==> config.mk <==
export PLATFORM = sky130hd
export DESIGN_NAME = alu_instr_sequencer_flat
export DESIGN_NICKNAME = d
export VERILOG_FILES = /design/src/rtl/alu_instr_sequencer_pkg.sv /design/src/rtl/alu_instr_sequencer_if.sv /design/src/rtl/alu_instr_sequencer_reg_select_decoder.sv /design/src/rtl/alu_instr_sequencer.sv /design/src/flat_wrapper.sv
export SDC_FILE = /design/constraint.sdc
export NUM_CORES = 1
export LEC_CHECK = 0
export CAP_MARGIN = 10
export CORE_MARGIN = 2
export CORE_UTILIZATION = 28
export CTS_CLUSTER_SIZE = 14
export DETAILED_ROUTE_END_ITERATION = 16
export MAX_ROUTING_LAYER = met4
export PLACE_DENSITY_LB_ADDON = 0.12
export SLEW_MARGIN = 20
export SYNTH_ARGS = -nofsm -noshare
export SYNTH_HDL_FRONTEND = slang
export SYNTH_HIERARCHICAL = 1
export SYNTH_SLANG_ARGS = --single-unit
==> constraint.sdc <==
create_clock -name clk -period 3.05 [get_ports clk]
set_input_delay 0.61 -clock clk [delete_from_list [all_inputs] [get_ports clk]]
set_output_delay 0.61 -clock clk [all_outputs]
set_load 0.01 [all_outputs]
==> src/rtl/alu_instr_sequencer_pkg.sv <==
// Shared state encoding and opcode decode helpers for the ALU instruction sequencer.
package minisrc_ctrl_pkg;

  typedef enum logic [3:0] {
    IDLE, T0, T1, T1W, T2, T3, T4, T5, T6, ILLEGAL
  } state_t;

  localparam logic [4:0] OPC_ADD = 5'b00011;
  localparam logic [4:0] OPC_SUB = 5'b00100;
  localparam logic [4:0] OPC_AND = 5'b00101;
  localparam logic [4:0] OPC_OR  = 5'b00110;
  localparam logic [4:0] OPC_MUL = 5'b01111;
  localparam logic [4:0] OPC_DIV = 5'b10000;

  function automatic logic is_alu_rr(input logic [4:0] opc);
    return opc inside {OPC_ADD, OPC_SUB, OPC_AND, OPC_OR, OPC_MUL, OPC_DIV};
  endfunction

  // MUL/DIV produce a 64-bit result written back through LO then HI.
  function automatic logic is_hilo(input logic [4:0] opc);
    return (opc == OPC_MUL) || (opc == OPC_DIV);
  endfunction

endpackage

==> src/rtl/alu_instr_sequencer_if.sv <==
// Control bundle between the sequencer (master) and the datapath it steers (slave).
interface alu_instr_sequencer_if #(
  parameter int DATA_W   = 32,
  parameter int OPC_W    = 5,
  parameter int NUM_REGS = 16
);
  logic                run;
  logic                step_mode;
  logic                mem_ready;
  logic [DATA_W-1:0]   ir;

  logic                pc_out, mar_in, inc_pc, pc_in, read, mdr_in, mdr_out, ir_in;
  logic                y_in, z_in, zlow_out, zhigh_out, lo_in, hi_in;
  logic [NUM_REGS-1:0] reg_in;
  logic [NUM_REGS-1:0] reg_out;
  logic [OPC_W-1:0]    alu_op;
  logic                busy, done, illegal;

  modport master (
    input  run, step_mode, mem_ready, ir,
    output pc_out, mar_in, inc_pc, pc_in, read, mdr_in, mdr_out, ir_in,
           y_in, z_in, zlow_out, zhigh_out, lo_in, hi_in,
           reg_in, reg_out, alu_op, busy, done, illegal
  );

  modport slave (
    output run, step_mode, mem_ready, ir,
    input  pc_out, mar_in, inc_pc, pc_in, read, mdr_in, mdr_out, ir_in,
           y_in, z_in, zlow_out, zhigh_out, lo_in, hi_in,
           reg_in, reg_out, alu_op, busy, done, illegal
  );
endinterface

==> src/rtl/alu_instr_sequencer_reg_select_decoder.sv <==
// Register-field to one-hot select decoder; output is all zero when disabled.
// Combinational, no latency; no backpressure.
module reg_select_decoder #(
  parameter int REG_AW   = 4,
  parameter int NUM_REGS = 16
) (
  input  logic                en,
  input  logic [REG_AW-1:0]   sel,
  output logic [NUM_REGS-1:0] onehot
);

  always_comb begin
    onehot = '0;
    for (int i = 0; i < NUM_REGS; i++) begin
      onehot[i] = en && (sel == REG_AW'(i));
    end
  end

endmodule

==> src/rtl/alu_instr_sequencer.sv <==
// Moore control FSM for fetch + register-register ALU execute, with MUL/DIV HI/LO write-back.
// Latency: fetch 3 cycles plus memory wait, execute 3 (4 for MUL/DIV); stalls in T1W while mem_ready is low.
module alu_instr_sequencer
  import minisrc_ctrl_pkg::*;
#(
  parameter int DATA_W   = 32,
  parameter int OPC_W    = 5,
  parameter int REG_AW   = 4,
  parameter int NUM_REGS = 16
) (
  input  logic                  clk,
  input  logic                  clr,
  alu_instr_sequencer_if.master bus
);

  localparam int FLD_LSB = DATA_W - OPC_W - 3 * REG_AW;
  localparam logic [REG_AW:0] NREGS = (REG_AW + 1)'(NUM_REGS);

  state_t state, state_nxt;

  logic [OPC_W-1:0]  opc;
  logic [REG_AW-1:0] ra, rb, rc;
  logic              hilo, legal;
  logic              rout_en, rin_en;
  logic              unused_ir;

  assign opc       = bus.ir[DATA_W-1 -: OPC_W];
  assign ra        = bus.ir[DATA_W-OPC_W-1 -: REG_AW];
  assign rb        = bus.ir[DATA_W-OPC_W-REG_AW-1 -: REG_AW];
  assign rc        = bus.ir[DATA_W-OPC_W-2*REG_AW-1 -: REG_AW];
  assign unused_ir = ^bus.ir[FLD_LSB-1:0];

  // Ra is only a destination for single-result ops, so MUL/DIV ignore its range.
  assign hilo  = is_hilo(opc);
  assign legal = is_alu_rr(opc) && ({1'b0, rb} < NREGS) && ({1'b0, rc} < NREGS) &&
                 (hilo || ({1'b0, ra} < NREGS));

  always_ff @(posedge clk or negedge clr) begin
    if (!clr) state <= IDLE;
    else      state <= state_nxt;
  end

  always_comb begin
    state_nxt     = state;
    bus.pc_out    = 1'b0;
    bus.mar_in    = 1'b0;
    bus.inc_pc    = 1'b0;
    bus.pc_in     = 1'b0;
    bus.read      = 1'b0;
    bus.mdr_in    = 1'b0;
    bus.mdr_out   = 1'b0;
    bus.ir_in     = 1'b0;
    bus.y_in      = 1'b0;
    bus.z_in      = 1'b0;
    bus.zlow_out  = 1'b0;
    bus.zhigh_out = 1'b0;
    bus.lo_in     = 1'b0;
    bus.hi_in     = 1'b0;
    bus.alu_op    = '0;
    bus.done      = 1'b0;
    bus.illegal   = 1'b0;
    case (state)
      IDLE: if (bus.run) state_nxt = T0;
      T0: begin
        bus.pc_out = 1'b1;
        bus.mar_in = 1'b1;
        bus.inc_pc = 1'b1;
        bus.z_in   = 1'b1;
        state_nxt  = T1;
      end
      T1: begin
        bus.zlow_out = 1'b1;
        bus.pc_in    = 1'b1;
        bus.read     = 1'b1;
        bus.mdr_in   = 1'b1;
        state_nxt    = bus.mem_ready ? T2 : T1W;
      end
      T1W: begin
        bus.read   = 1'b1;
        bus.mdr_in = 1'b1;
        if (bus.mem_ready) state_nxt = T2;
      end
      T2: begin
        bus.mdr_out = 1'b1;
        bus.ir_in   = 1'b1;
        state_nxt   = T3;
      end
      T3: begin
        bus.y_in  = legal;
        state_nxt = legal ? T4 : ILLEGAL;
      end
      T4: begin
        bus.alu_op = opc;
        bus.z_in   = 1'b1;
        state_nxt  = T5;
      end
      T5: begin
        bus.zlow_out = 1'b1;
        if (hilo) begin
          bus.lo_in = 1'b1;
          state_nxt = T6;
        end else begin
          bus.done  = 1'b1;
          state_nxt = bus.step_mode ? IDLE : T0;
        end
      end
      T6: begin
        bus.zhigh_out = 1'b1;
        bus.hi_in     = 1'b1;
        bus.done      = 1'b1;
        state_nxt     = bus.step_mode ? IDLE : T0;
      end
      ILLEGAL: begin
        bus.illegal = 1'b1;
        state_nxt   = IDLE;
      end
      default: state_nxt = IDLE;
    endcase
  end

  assign bus.busy = (state != IDLE);

  // The register bus driver is Rb while Y loads, then Rc while Z loads.
  assign rout_en = ((state == T3) && legal) || (state == T4);
  assign rin_en  = (state == T5) && !hilo;

  reg_select_decoder #(.REG_AW(REG_AW), .NUM_REGS(NUM_REGS)) u_rout_dec (
    .en     (rout_en),
    .sel    ((state == T4) ? rc : rb),
    .onehot (bus.reg_out)
  );

  reg_select_decoder #(.REG_AW(REG_AW), .NUM_REGS(NUM_REGS)) u_rin_dec (
    .en     (rin_en),
    .sel    (ra),
    .onehot (bus.reg_in)
  );

endmodule

==> src/flat_wrapper.sv <==
// flat-port wrapper written by rule: the top's interface ports become plain ports
module alu_instr_sequencer_flat import minisrc_ctrl_pkg::*;
#(
  parameter int DATA_W   = 32,
  parameter int OPC_W    = 5,
  parameter int REG_AW   = 4,
  parameter int NUM_REGS = 16
)
  (clk, clr, bus_run, bus_step_mode, bus_mem_ready, bus_ir, bus_pc_out, bus_mar_in, bus_inc_pc, bus_pc_in, bus_read, bus_mdr_in, bus_mdr_out, bus_ir_in, bus_y_in, bus_z_in, bus_zlow_out, bus_zhigh_out, bus_lo_in, bus_hi_in, bus_reg_in, bus_reg_out, bus_alu_op, bus_busy, bus_done, bus_illegal);
  alu_instr_sequencer_if #(.DATA_W(DATA_W), .OPC_W(OPC_W), .NUM_REGS(NUM_REGS)) bus_i ();
  input  logic clk;
  input  logic clr;
  input wire logic [$bits(bus_i.run)-1:0] bus_run;
  input wire logic [$bits(bus_i.step_mode)-1:0] bus_step_mode;
  input wire logic [$bits(bus_i.mem_ready)-1:0] bus_mem_ready;
  input wire logic [$bits(bus_i.ir)-1:0] bus_ir;
  output wire logic [$bits(bus_i.pc_out)-1:0] bus_pc_out;
  output wire logic [$bits(bus_i.mar_in)-1:0] bus_mar_in;
  output wire logic [$bits(bus_i.inc_pc)-1:0] bus_inc_pc;
  output wire logic [$bits(bus_i.pc_in)-1:0] bus_pc_in;
  output wire logic [$bits(bus_i.read)-1:0] bus_read;
  output wire logic [$bits(bus_i.mdr_in)-1:0] bus_mdr_in;
  output wire logic [$bits(bus_i.mdr_out)-1:0] bus_mdr_out;
  output wire logic [$bits(bus_i.ir_in)-1:0] bus_ir_in;
  output wire logic [$bits(bus_i.y_in)-1:0] bus_y_in;
  output wire logic [$bits(bus_i.z_in)-1:0] bus_z_in;
  output wire logic [$bits(bus_i.zlow_out)-1:0] bus_zlow_out;
  output wire logic [$bits(bus_i.zhigh_out)-1:0] bus_zhigh_out;
  output wire logic [$bits(bus_i.lo_in)-1:0] bus_lo_in;
  output wire logic [$bits(bus_i.hi_in)-1:0] bus_hi_in;
  output wire logic [$bits(bus_i.reg_in)-1:0] bus_reg_in;
  output wire logic [$bits(bus_i.reg_out)-1:0] bus_reg_out;
  output wire logic [$bits(bus_i.alu_op)-1:0] bus_alu_op;
  output wire logic [$bits(bus_i.busy)-1:0] bus_busy;
  output wire logic [$bits(bus_i.done)-1:0] bus_done;
  output wire logic [$bits(bus_i.illegal)-1:0] bus_illegal;
  assign bus_i.run = bus_run;
  assign bus_i.step_mode = bus_step_mode;
  assign bus_i.mem_ready = bus_mem_ready;
  assign bus_i.ir = bus_ir;
  assign bus_pc_out = bus_i.pc_out;
  assign bus_mar_in = bus_i.mar_in;
  assign bus_inc_pc = bus_i.inc_pc;
  assign bus_pc_in = bus_i.pc_in;
  assign bus_read = bus_i.read;
  assign bus_mdr_in = bus_i.mdr_in;
  assign bus_mdr_out = bus_i.mdr_out;
  assign bus_ir_in = bus_i.ir_in;
  assign bus_y_in = bus_i.y_in;
  assign bus_z_in = bus_i.z_in;
  assign bus_zlow_out = bus_i.zlow_out;
  assign bus_zhigh_out = bus_i.zhigh_out;
  assign bus_lo_in = bus_i.lo_in;
  assign bus_hi_in = bus_i.hi_in;
  assign bus_reg_in = bus_i.reg_in;
  assign bus_reg_out = bus_i.reg_out;
  assign bus_alu_op = bus_i.alu_op;
  assign bus_busy = bus_i.busy;
  assign bus_done = bus_i.done;
  assign bus_illegal = bus_i.illegal;
  alu_instr_sequencer #(.DATA_W(DATA_W), .OPC_W(OPC_W), .REG_AW(REG_AW), .NUM_REGS(NUM_REGS)) u_core (.clk(clk), .clr(clr), .bus(bus_i));
endmodule
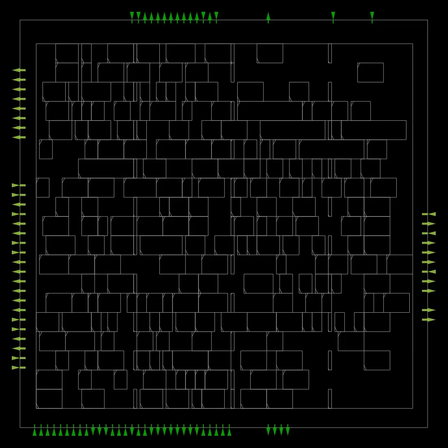
run_1/placement.png
number of standard-cell rows in the floorplan: 19
area of the placeable core: 2760 um^2

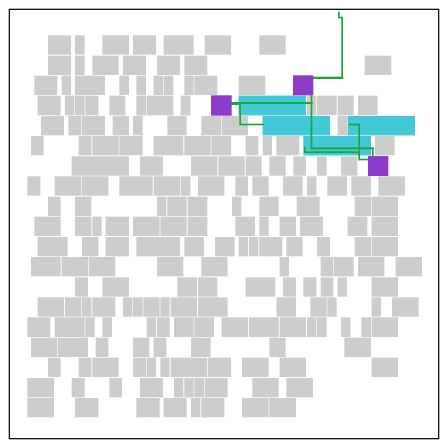
run_1/clk_routes.png
clock drivers: marked purple, count 3. clock wires: marked green, length 72.1 um. flip-flops: marked cyan, count 4.
Position of the flops: upper right. There are 4 routed clock nets.
portion of total power attributed to the clock network: 0.080
clock skew: 0.00507 ns
P_clk: 65.5 uW
clock latency on the worst-skew pair: 0.24 ns

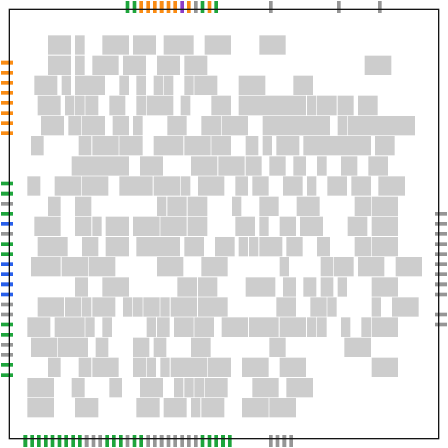
run_1/io_placement.png
Pins as bars across the die edge, other pins in grey.
bus_reg_in: marked orange, pins 16, direction output, edge 8 left, 8 top. bus_ir: marked green, pins 32, direction input, edge 19 bottom, 9 left, 4 top. bus_mdr_out: marked purple, pins 1, direction output, edge top. bus_alu_op: marked blue, pins 5, direction output, edge left.
All pins by edge: 35 bottom, 28 left, 17 top, 11 right.
horizontal die dimension: 57.8 um
I/O Buffers: 75
die height: 57.8 um

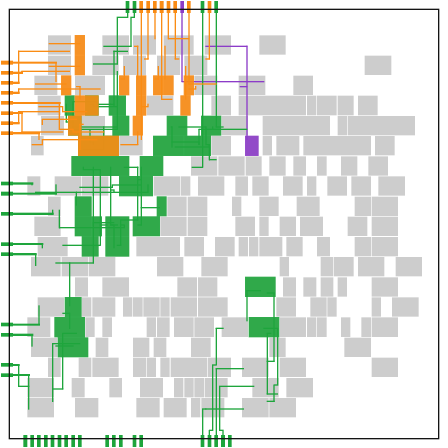
run_1/io_fan.png
bus_reg_in: marked orange, bits 16, direction output, edge 8 left, 8 top, end cells 16, buffers 16, wire 216 um. bus_ir: marked green, bits 32, direction input, edge 19 bottom, 9 left, 4 top, end cells 27, buffers 17, wire 430 um. bus_mdr_out: marked purple, bits 1, direction output, edge top, end cells 1, buffers 1, wire 39.4 um.
total I/O pin count: 91

==> flow_metrics.rpt, run 1 <==
=== SYNTHESIS / PLACE & ROUTE SUMMARY ===
----------------------------------------------------
[Outcome]
  Status ........................ completed

[Run]
  Max-cap viol count ........................ 0
  Warning total across the stage logs ........................ around 42

[Synth]
  Number of cell instances after yosys synthesis ........................ 127
  XOR/XNOR share of the synthesized area ........................ 0.0216
  Combinational family with the most area after synthesis ........................ simple AND/OR/NAND/NOR gates
  Share of async-settable or async-resettable flops after synthesis ........................ 1.00
  Number of storage elements in the synthesis netlist ........................ 4
  Top area contributor share ........................ 0.158
  Top flip-flop cell by instance count after synthesis ........................ dfrtp_1
  Fraction of the yosys area taken by sequential cells ........................ 0.124
  Simple share ........................ 0.584
  Post-synthesis mux area share ........................ 0.0680
  Net Count, Synth ........................ 164
  Largest area contributor in the synthesized netlist ........................ nor2_1
  Area figure in the yosys stat output ........................ 810 um^2
  Post-Syn Instances ........................ between 100 and 150
  Post-synthesis cell type with the largest instance count ........................ nor2_1
  Per-instance average area after synthesis ........................ 6.37 um^2
  Post-synthesis share of cell area spent on and-or and or-and gates ........................ 0.104
  Top cells by count, synth ........................ nor2_1 (34), nor3_1 (13), nand2b_1 (10), nand2_1 (8)
  Area of the mapped netlist ........................ around 800 um^2
  Largest cells by area after synthesis ........................ nor2_1 (16%), dfrtp_1 (12%), nor3_1 (8.0%)
  Synthesis warning total ........................ 6
  Number of enable flip-flop cells ........................ 0
  Tally of unique sky130hd cells used after synthesis ........................ 32
  Adder share ........................ 0

[Detailed routing]
  Overall via count from detail_route ........................ around 1.2k
  WL/cell ........................ approximately 12 um
  Post-detailed-route via-to-cell ratio ........................ 4.88
  Met2 routed WL ........................ around 1400 um
  Sum of routed wire segments on met1 ........................ 1330 um
  Met3 Wirelength ........................ 248 um
  DRC ........................ 0
  Antenna-violating nets left ........................ 0
  Routed Wire Length ........................ 3010 um
  First-pass detailed-route iteration total ........................ 4
  Top routing layer used ........................ met4

[Layout]
  Max reg flops ........................ 4
  Flop count ........................ 4
  Largest register by flop count ........................ u_core/state
  Growth of design area from synthesis to finish ........................ 105%
  Multi-input logic portion of the cell area ........................ 0.409
  Fraction of layout instances using a drive strength above 1 ........................ 0.248
  NumNets Final ........................ 249
  Area of the multi-input gates ........................ 679 um^2
  Multi-input comb cells ........................ 108
  Count of plain and timing-repair buffers in the layout ........................ ~91
  Fill cell instance count of the final layout ........................ 304
  Diode insertion count for antenna repair ........................ 0
  Utilization after layout ........................ 0.602
  Area of all sequential standard cells ........................ approximately 100 um^2
  Sequential share of cell area ........................ 0.0603
  NonClk Buf Share ........................ 0.485
  Largest cell class by area ........................ buffers
  Number of clock buffer instances in the layout ........................ 3
  Registers with the most flip-flops ........................ u_core/state (4)
  Count of non-filler cells in the finished layout ........................ approximately 240
  Invs w/o clock ........................ 4

[Power]
  Sequential group power ........................ 89.5 uW
  Worst voltage drop across the vdd grid ........................ 0.577 mV
  Power density relative to cell area ........................ 496 nW/um^2
  Net switching fraction of the power ........................ 0.446
  Switching power total ........................ 368 uW
  Total leakage power ........................ ~0.77 nW
  Register share of total power ........................ 0.109
  Combinational share of power ........................ 0.812
  Combinational power ........................ 669 uW
  Internal power ........................ 456 uW

[Final timing]
  Max Fclk ........................ about 340 MHz
  Headroom to the max-slew limit ........................ 0.748
  Final hold violation count ........................ 0
  Transition at the pin with the smallest max-transition slack ........................ 0.375 ns
  Post-layout minimum cycle time ........................ 2.96 ns
  Share of the clock period used by the worst path ........................ 0.971
  Slew Viols, Final ........................ 0
  Final setup fails ........................ 0

[Global route]
  Maximum number of pins on one net before global-route repair ........................ 16
  Routing usage on met3 ........................ 0.0536
  M2 GR Usage ........................ 0.279
  Wire length of the first global-routing pass ........................ between 4000 and 5000 um
  Busiest metal layer after global routing ........................ met2
  Via count of the first global-routing pass ........................ 1099
  Overall fraction of global-route tracks in use ........................ 0.177
  Remaining global-route overflow ........................ 0
  Met1 Use GR ........................ 0.226
  Number of antenna violations at the first check in global routing ........................ 0

[Setup path]
  Startpoint types ........................ input port
  Ordered list of cells on the worst path ........................ clkdlybuf4s15_1 -> and4bb_2 -> nor3_4 -> nor3_2 -> nand2b_4 -> or3b_4 -> nor3_2 -> buf_2
  Crit Path Category ........................ input port to output port
  Biggest cell delay along the critical path ........................ between 0.4 and 0.5 ns
  Most frequent cell on the critical path ........................ nor3_2
  Arrival time worst endpoint ........................ 2.35 ns
  Reg2Reg Depth ........................ 6
  Required time of the critical path ........................ about 2.4 ns
  Crit. End Element ........................ output port
  Slack of the worst reg-to-reg path ........................ 1.63 ns
  Max FO, Critical Path ........................ 4
  Origin of the worst setup path ........................ bus_ir[31]
  Total buffers and inverters traversed by the critical path ........................ 2
  Critical-path cell with the highest stage delay ........................ or3b_4
  Largest delay contributor family on the critical path ........................ simple AND/OR/NAND/NOR gates
  RR Startpoint ........................ u_core/state[2]

[CTS]
  Number of sinks on the clock net ........................ 4
  Number of buffers inserted during clock tree synthesis ........................ 3
  Clock tree from TritonCTS ........................ yes
  Clock-pin slew on the worst setup and hold paths ........................ 0.04 ns
  Cell at the root of the clock tree ........................ clkbuf_4
  H-tree Lvls ........................ 1
  CTS Hold Bufs ........................ 0
  CTS max path bufs ........................ 2

[Min path]
  Worst min path class ........................ input port to async pin

[Die]
  Well tap count ........................ 31
  Die Footprint ........................ approximately 3300 um^2
  Fraction of the core area occupied by cells at floorplan ........................ 0.294

[Placement]
  DP HPWL ........................ between 2000 and 2500 um
  Routability cong. ........................ between 0.8 and 0.9
  Number of instances in the placed design ........................ approximately 230

----------------------------------------------------
==> run 1: what timing repair did <==
action / in CTS / in global routing
setup endpoints to repair: 32 / 19
resized: 64 / 22
pin swaps: 6 / 6
setup buffers: 6 / 0
gates cloned: 0 / 0
==> run 1: logic make-up after synthesis <==
kind of cell | Yosys count
xor gates and xnor gates | 2
buffers and inverters | 15
AOI/OAI and AO/OA | 12
DFF | 4
and+or+nand+nor | 89
muxes | 5
==> run 1: worst max path at each step <==
stage / end / cells past startpoint
finish: bus_reg_out[0] / 8
global route: bus_reg_out[0] / 9
CTS: bus_reg_in[1] / 9
detailed placement: bus_reg_out[0] / 9
global placement: bus_reg_out[0] / 9
floorplan: bus_reg_out[0] / 7
==> run 1: worst register-to-register path, cell delays in order (launching register included) <==
cell,delay [ns]
dfrtp_1,0.37
buf_4,0.17
nand2b_1,0.16
nor3_1,0.30
a31o_2,0.19
nand2b_1,0.06
o211ai_1,0.09
==> run 1: cell usage in the layout, fill, tap and decap left out, types with 3 or more instances in the layout <==
cell type and count:
clkdlybuf4s15_1 3, dfrtp_1 4, clkdlybuf4s50_1 38, nand2_1 8
inv_1 4, nor2_1 34, buf_4 16, o211ai_1 3
clkbuf_4 3, nor3_1 10, mux2_2 4, nor3_2 5
clkbuf_2 4, nand3b_1 4, dlygate4sd2_1 21, and2_1 4
nand2b_1 9, buf_2 5
==> run 1: through the flow <==
stage	worst slack, ns	setup TNS (ns)	cell area (um^2)	hold WS, ns	power, mW
3_3_place_gp	-0.619	-12.94	1610	0.579	0.731
2_1_floorplan	0.207	0	810	0.314	0.463
4_1_cts	-0.00255	-0.00255	1650	0.573	0.822
5_1_grt	-0.00910	-0.00910	1660	0.574	0.889
6_report	0.0876	0	1660	0.577	0.824
3_5_place_dp	-0.671	-13.42	1610	0.576	0.739
--- run 2 (diff from run 1) ---
==> constraint.sdc (replaced) <==
create_clock -name clk -period 3.05 [get_ports clk]
set_input_delay 0.61 -clock clk [delete_from_list [all_inputs] [get_ports clk]]
set_output_delay 0.61 -clock clk [all_outputs]
set_load 0.02 [all_outputs]
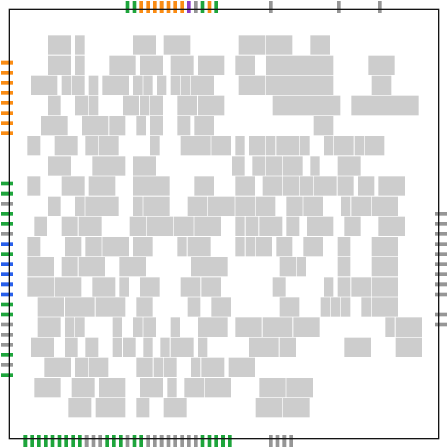
run_2/io_placement.png
Pins as bars across the die edge, other pins in grey.
bus_alu_op: marked blue, pins 5, direction output, edge left. bus_mdr_out: marked purple, pins 1, direction output, edge top. bus_reg_in: marked orange, pins 16, direction output, edge 8 left, 8 top. bus_ir: marked green, pins 32, direction input, edge 19 bottom, 9 left, 4 top.

==> run 2 against run 1 <==
Worst hold slack got worse by 0.0034 ns. Design area fell by 2.6%. Maximum frequency rose by 0.25%. Critical path type unchanged. Global-route usage rose by 0.45 points.
==> flow_metrics.rpt, run 2 <==
=== SYNTHESIS / PLACE & ROUTE SUMMARY ===
----------------------------------------------------
[Layout]
  Area of the multi-input gates ........................ between 600 and 700 um^2
  Flop count ........................ 4
  Largest cell class by area ........................ buffers
  Growth of design area from synthesis to finish ........................ 99.8%
  Number of clock buffer instances in the layout ........................ 3
  Registers with the most flip-flops ........................ u_core/state (4)
  Most instantiated logic cell after routing ........................ clkdlybuf4s50_1
  Fill cell instance count of the final layout ........................ 294
  Max reg flops ........................ 4
  Count of plain and timing-repair buffers in the layout ........................ 92
  NumNets Final ........................ 250
  Invs w/o clock ........................ 4
  Fraction of layout instances using a drive strength above 1 ........................ 0.246
  NonClk Buf Share ........................ 0.489
  Multi-input logic portion of the cell area ........................ 0.402
  Area of all sequential standard cells ........................ 100 um^2
  Utilization after layout ........................ 0.587
  Clock network contribution to total cell area ........................ 0.0139
  Most frequent cells in the layout ........................ clkdlybuf4s50_1 (38), nor2_1 (34), dlygate4sd2_1 (19), buf_4 (19), nor3_1 (11)
  Multi-input comb cells ........................ roughly 110
  Sequential share of cell area ........................ 0.0619
  Largest register by flop count ........................ u_core/state
  Count of non-filler cells in the finished layout ........................ 242
  Diode insertion count for antenna repair ........................ 0

[Synth]
  Largest area contributor in the synthesized netlist ........................ nor2_1
  Share of async-settable or async-resettable flops after synthesis ........................ 1.00
  Number of cell instances after yosys synthesis ........................ 127
  Post-Syn Instances ........................ 127
  Number of enable flip-flop cells ........................ 0
  Top cells by count, synth ........................ nor2_1 (34), nor3_1 (13), nand2b_1 (10), nand2_1 (8)
  Synthesis warning total ........................ 6
  Number of storage elements in the synthesis netlist ........................ 4
  Fraction of the yosys area taken by sequential cells ........................ 0.124
  Tally of unique sky130hd cells used after synthesis ........................ 32
  Post-synthesis cell type with the largest instance count ........................ nor2_1
  Area figure in the yosys stat output ........................ 810 um^2
  Top area contributor share ........................ 0.158
  Net Count, Synth ........................ 164
  Per-instance average area after synthesis ........................ 6.37 um^2
  Largest cells by area after synthesis ........................ nor2_1 (16%), dfrtp_1 (12%), nor3_1 (8.0%)
  Area of the mapped netlist ........................ 810 um^2
  Top flip-flop cell by instance count after synthesis ........................ dfrtp_1

[Detailed routing]
  Post-detailed-route via-to-cell ratio ........................ 4.98
  Initial drt markers ........................ 34
  Overall via count from detail_route ........................ 1204
  First-pass detailed-route iteration total ........................ 4
  Antenna-violating nets left ........................ 0
  WL/cell ........................ 12.0 um
  DRC ........................ 0
  Routed Wire Length ........................ 2920 um

[Final timing]
  Share of the clock period used by the worst path ........................ 0.969
  Min setup slack post-route ........................ 0.0950 ns
  Transition at the pin with the smallest max-transition slack ........................ 0.367 ns
  Post-layout minimum cycle time ........................ 2.95 ns
  Max Fclk ........................ between 300 and 400 MHz
  Final hold violation count ........................ 0
  Final setup fails ........................ 0
  Clock skew ........................ 0.00676 ns
  Slew Viols, Final ........................ 0
  Headroom to the max-slew limit ........................ 0.753

[Outcome]
  Status ........................ completed

[Global route]
  Maximum number of pins on one net before global-route repair ........................ 13
  Via count of the first global-routing pass ........................ 1098
  Routing usage on met3 ........................ 0.0424
  Met1 Use GR ........................ 0.236
  Number of antenna violations at the first check in global routing ........................ 0
  Busiest metal layer after global routing ........................ met2
  Wire length of the first global-routing pass ........................ 4800 um
  Overall fraction of global-route tracks in use ........................ 0.181
  Remaining global-route overflow ........................ 0
  M2 GR Usage ........................ 0.300

[Run]
  Warning total across the stage logs ........................ 41
  Max-cap viol count ........................ 0

[Placement]
  DP HPWL ........................ 2360 um
  I/O Buffers ........................ 75
  Routability cong. ........................ 0.775
  DP Worst Slack ........................ -0.707 ns
  Number of instances in the placed design ........................ 234

[CTS]
  Cell at the root of the clock tree ........................ clkbuf_4
  CTS Hold Bufs ........................ 0
  Clock latency on the worst-skew pair ........................ 0.23 ns
  Number of buffers inserted during clock tree synthesis ........................ 3
  H-tree Lvls ........................ 1
  Clock-pin slew on the worst setup and hold paths ........................ 0.04 ns
  CTS max path bufs ........................ 2
  Clock tree from TritonCTS ........................ yes
  Number of sinks on the clock net ........................ 4

[Min path]
  Worst min path class ........................ input port to async pin

[Setup path]
  Origin of the worst setup path ........................ bus_ir[28]
  Required time of the critical path ........................ between 2 and 2.5 ns
  Reg-to-reg critical path endpoint ........................ u_core/state[0]
  Crit Path Category ........................ input port to output port
  Startpoint types ........................ input port
  Reg2Reg Depth ........................ 5
  Arrival time worst endpoint ........................ 2.34 ns
  Crit. End Element ........................ output port
  Slack of the worst reg-to-reg path ........................ 1.64 ns
  Max FO, Critical Path ........................ 4
  RR Startpoint ........................ u_core/state[1]

[Die]
  Fraction of the core area occupied by cells at floorplan ........................ 0.294
  Die height ........................ 57.8 um
  Number of standard-cell rows in the floorplan ........................ 19
  Area of the placeable core ........................ about 2800 um^2
  Total I/O pin count ........................ 91
  Well tap count ........................ 31
  Horizontal die dimension ........................ 57.8 um
  Die Footprint ........................ 3340 um^2

[Power]
  Power density relative to cell area ........................ 543 nW/um^2
  Total leakage power ........................ ~0.76 nW
  Worst voltage drop across the vdd grid ........................ 0.423 mV

----------------------------------------------------
run 2: cell counts after synthesis:
No cell type changed its count.
run 2: critical path, cell delays in order:
cell and delay, ns:
clkbuf_2 0.10, nor4_2 0.30, buf_4 0.15, buf_4 0.09
mux2i_2 0.06, buf_4 0.13, buf_4 0.12, a31o_2 0.24
clkdlybuf4s50_1 0.53
run 2: power breakdown:
group / total (mW) / internal [mW] / switching, mW
clock: 0.0638 / 0.0439 / 0.0199
combinational: 0.720 / 0.332 / 0.388
sequential: 0.0939 / 0.0760 / 0.0179
run 2: worst max-delay path by stage:
stage	to	slack, ns	depth (start not counted)
floorplan	bus_reg_out[1]	0.06	7
global placement	bus_reg_out[0]	-0.65	9
detailed placement	bus_reg_out[0]	-0.71	9
CTS	bus_reg_out[0]	0.002	9
global route	bus_reg_out[0]	-0.03	9
finish	bus_done	0.1	9
run 2: through the flow:
step,hold slack [ns],instance area (um^2),setup TNS (ns),power [mW]
floorplan,0.314,815,0,0.538
global placement,0.596,1630,-14.49,0.812
detailed placement,0.597,1630,-15.84,0.815
CTS,0.574,1630,0,0.886
global route,0.579,1620,-0.189,0.949
finish,0.574,1620,0,0.878
run 2: cells by family after synthesis:
logic type / count (synthesis) / share of synthesized area
flops: 4 / 0.124
buf+inv: 15 / 0.0989
compound gates: 12 / 0.104
mux: 5 / 0.0680
simple gates: 89 / 0.584
xor+xnor: 2 / 0.0216
run 2: repair_timing:
action	4_1_cts	5_1_grt
setup endpoints to repair	34	30
endpoints found under the hold margin	0	0
resized	74	11
pin swaps	5	4
buffers inserted	4	1
run 2: layer usage:
layer  wire length (um)  part of all wire
met1               1320              0.45
met2               1390              0.48
met3                205             0.070
met4                  0                 0
met5                  0                 0
run_2/io_fan.png
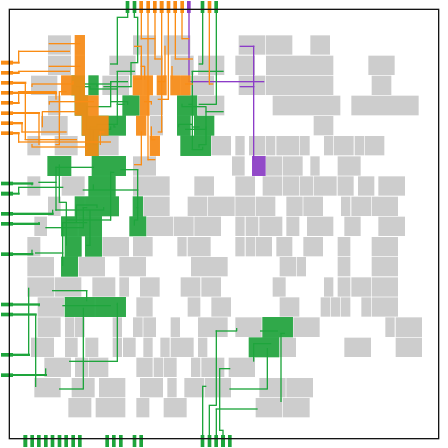

--- run 3 (diff from run 2) ---
--- a/config.mk
+++ b/config.mk
@@ -7,7 +7,7 @@
 export LEC_CHECK = 0
 export CAP_MARGIN = 10
 export CORE_MARGIN = 2
-export CORE_UTILIZATION = 28
+export CORE_UTILIZATION = 30
 export CTS_CLUSTER_SIZE = 14
 export DETAILED_ROUTE_END_ITERATION = 16
 export MAX_ROUTING_LAYER = met4
==> constraint.sdc (replaced) <==
create_clock -name clk -period 3.6 [get_ports clk]
set_input_delay 0.72 -clock clk [delete_from_list [all_inputs] [get_ports clk]]
set_output_delay 0.72 -clock clk [all_outputs]
set_load 0.02 [all_outputs]
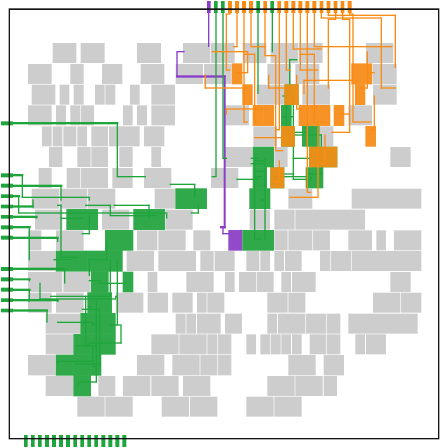
run_3/io_fan.png
bus_reg_in: marked orange, bits 16, direction output, edge top, end cells 16, buffers 16, wire 319 um. bus_mdr_out: marked purple, bits 1, direction output, edge top, end cells 1, buffers 1, wire 36.6 um. bus_ir: marked green, bits 32, direction input, edge 15 bottom, 13 left, 4 top, end cells 27, buffers 17, wire 397 um.

==> run 3 against run 2 <==
Sequential power grew 6.0%. Area after synthesis is the same. Synthesized cell count is the same. Core utilization grew 3.3 points. Combinational power shrank 22%. Register-to-register slack gained 0.51 ns.
==> flow_metrics.rpt, run 3 <==
=== SYNTHESIS / PLACE & ROUTE SUMMARY ===
----------------------------------------------------
[Outcome]
  Status ........................ completed

[Detailed routing]
  Routed Wire Length ........................ 2870 um
  Antenna-violating nets left ........................ 0
  Post-detailed-route via-to-cell ratio ........................ 4.96
  First-pass detailed-route iteration total ........................ 4
  DRC ........................ 0
  WL/cell ........................ approximately 12 um
  Initial drt markers ........................ 22
  Overall via count from detail_route ........................ 1145

[Die]
  Die height ........................ between 50 and 60 um
  Die Footprint ........................ 3130 um^2
  Fraction of the core area occupied by cells at floorplan ........................ 0.321
  Number of standard-cell rows in the floorplan ........................ 18
  Area of the placeable core ........................ about 2500 um^2
  Horizontal die dimension ........................ roughly 56 um
  Total I/O pin count ........................ around 91

[Setup path]
  Arrival time worst endpoint ........................ 2.71 ns
  Crit. End Element ........................ output port
  Crit Path Category ........................ input port to output port
  Slack of the worst reg-to-reg path ........................ 2.15 ns
  Required time of the critical path ........................ 2.88 ns
  Max FO, Critical Path ........................ 4

[Synth]
  Top area contributor share ........................ 0.158
  Number of cell instances after yosys synthesis ........................ between 100 and 150
  Area of the mapped netlist ........................ 810 um^2
  Area figure in the yosys stat output ........................ 810 um^2
  Tally of unique sky130hd cells used after synthesis ........................ 32
  Top cells by count, synth ........................ nor2_1 (34), nor3_1 (13), nand2b_1 (10), nand2_1 (8)
  Fraction of the yosys area taken by sequential cells ........................ 0.124
  Post-Syn Instances ........................ between 100 and 150
  Number of storage elements in the synthesis netlist ........................ 4
  Net Count, Synth ........................ 164
  Number of enable flip-flop cells ........................ 0
  Largest area contributor in the synthesized netlist ........................ nor2_1
  Share of async-settable or async-resettable flops after synthesis ........................ 1.00
  Per-instance average area after synthesis ........................ roughly 6.4 um^2
  Synthesis warning total ........................ 6
  Post-synthesis cell type with the largest instance count ........................ nor2_1
  Largest cells by area after synthesis ........................ nor2_1 (16%), dfrtp_1 (12%), nor3_1 (8.0%)

[Run]
  Max-cap viol count ........................ 0
  Warning total across the stage logs ........................ 41

[Power]
  Combinational share of power ........................ 0.784
  Net switching fraction of the power ........................ 0.496
  Power group with the highest consumption ........................ combinational cells
  Internal power ........................ roughly 360 uW
  Worst voltage drop across the vdd grid ........................ just under 0.4 mV
  Portion of total power attributed to the clock network ........................ 0.077
  Combinational power ........................ 562 uW
  Power density relative to cell area ........................ 458 nW/um^2
  Register share of total power ........................ 0.139
  P_clk ........................ 55.0 uW
  Sequential group power ........................ 99.5 uW
  Total leakage power ........................ around 0.73 nW
  Switching power total ........................ between 300 and 400 uW

[Final timing]
  Clock skew ........................ roughly 0.0033 ns
  Slew Viols, Final ........................ 0
  Headroom to the max-slew limit ........................ 0.680
  Min setup slack post-route ........................ 0.175 ns
  Final setup fails ........................ 0
  Transition at the pin with the smallest max-transition slack ........................ 0.481 ns
  Final hold violation count ........................ 0
  Max Fclk ........................ roughly 290 MHz
  Share of the clock period used by the worst path ........................ 0.951

[Global route]
  Via count of the first global-routing pass ........................ between 1k and 1.5k
  Overall fraction of global-route tracks in use ........................ 0.184
  Number of antenna violations at the first check in global routing ........................ 0
  Wire length of the first global-routing pass ........................ 4730 um
  Remaining global-route overflow ........................ 0

[Layout]
  NumNets Final ........................ 240
  Largest register by flop count ........................ u_core/state
  Growth of design area from synthesis to finish ........................ 93.2%
  Max reg flops ........................ 4
  Most instantiated logic cell after routing ........................ clkdlybuf4s50_1
  Registers with the most flip-flops ........................ u_core/state (4)
  Fraction of layout instances using a drive strength above 1 ........................ 0.174
  Most frequent cells in the layout ........................ clkdlybuf4s50_1 (40), nor2_1 (34), dlygate4sd2_1 (21), nor3_1 (11)
  Count of non-filler cells in the finished layout ........................ 231
  Utilization after layout ........................ 0.620

[CTS]
  Clock-pin slew on the worst setup and hold paths ........................ 0.04 ns
  Number of sinks on the clock net ........................ 4
  Clock latency on the worst-skew pair ........................ 0.23 ns
  CTS max path bufs ........................ 2
  Cell at the root of the clock tree ........................ clkbuf_4
  H-tree Lvls ........................ 1
  Number of buffers inserted during clock tree synthesis ........................ 3
  Post-CTS setup repair buffer count ........................ 0

[Min path]
  Worst min path class ........................ flop to flop

[Placement]
  Routability cong. ........................ between 0.7 and 0.8
  I/O Buffers ........................ 75
  DP HPWL ........................ 2410 um
  Number of instances in the placed design ........................ 228

----------------------------------------------------
## run 3: final timing paths
kind                                 start  cells after the start               to
max                             bus_ir[28]                      9   bus_reg_out[0]
max reg2reg                u_core/state[3]                      5  u_core/state[0]
min in group asynchronous              clr                      1  u_core/state[3]
min reg2reg                u_core/state[2]                      3  u_core/state[2]
min                        u_core/state[2]                      3  u_core/state[2]
max in group asynchronous              clr                      1  u_core/state[2]
## run 3: through the flow
stage | instance area [um^2] | TNS (ns) | hold slack (ns)
2_1_floorplan | 810 | 0 | 0.424
3_3_place_gp | 1590 | -6.14 | 0.604
3_5_place_dp | 1590 | -6.47 | 0.617
4_1_cts | 1580 | 0 | 0.628
5_1_grt | 1560 | 0 | 0.699
6_report | 1560 | 0 | 0.634
## run 3: kinds of logic after synthesis
group	synth area share
xor+xnor	0.0216
compound gates	0.104
mux	0.0680
flops	0.124
simple gates	0.584
buf+inv	0.0989
## run 3: area by class of cell
cell class                      instances  area, um^2
Tap cell                               30        37.5
Sequential cell                         4         100
Timing Repair Buffer                   82         742
Fill cell                             246         958
Multi-Input combinational cell        108         647
Clock buffer                            3        22.5
Inverter                                4        15.0
## run 3: critical path, stage by stage
cell,delay (ns)
clkdlybuf4s50_1,0.46
nor4_2,0.26
and2_1,0.18
nor3_2,0.06
nor3_2,0.18
nand2b_4,0.17
or3b_4,0.41
nor3_2,0.10
buf_4,0.16
## run 3: repair_timing
| action | CTS | global route |
|---|---|---|
| pin swaps | 1 | 3 |
| hold buffers | 0 | 0 |
| resized | 44 | 25 |
| endpoints found under the setup margin | 32 | 32 |
## run 3: routing by layer
layer / up-vias / track usage / share of wire
met4: 0 / 0.0408 / 0.0066
met5: - / - / 0
li1: 584 / - / -
met1: 513 / 0.204 / 0.42
met2: 46 / 0.349 / 0.50
met3: 2 / 0.0233 / 0.068

==> notes/layouts.md <==
Pictures saved along the way, in no particular order.

Routed metal, one colour a layer.
The bar under the picture is 20 um long.
image #1
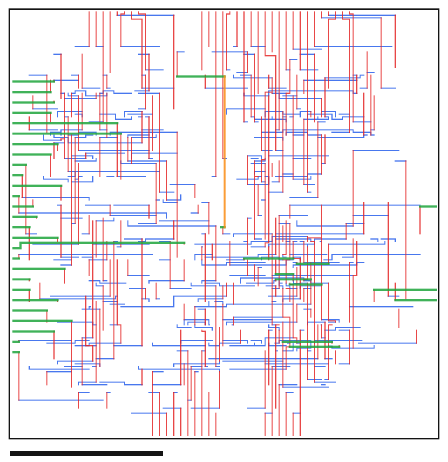
image #2
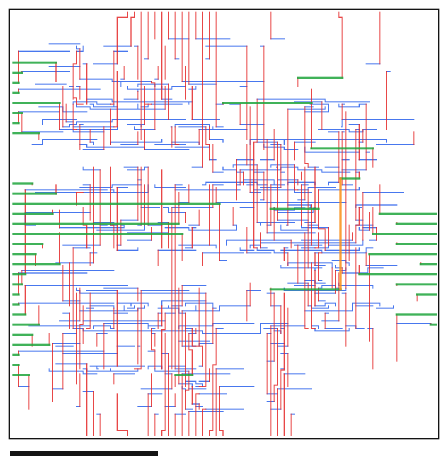
image #1: run 3
image #2: run 1

Key to image #2:
metal 4: marked orange, wire length 15.0 um. metal 2: marked red, wire length 1420 um. metal 1: marked blue, wire length 1330 um. metal 3: marked green, wire length 248 um.

Power figures rest on the tool's default switching activity, not on a simulated workload.
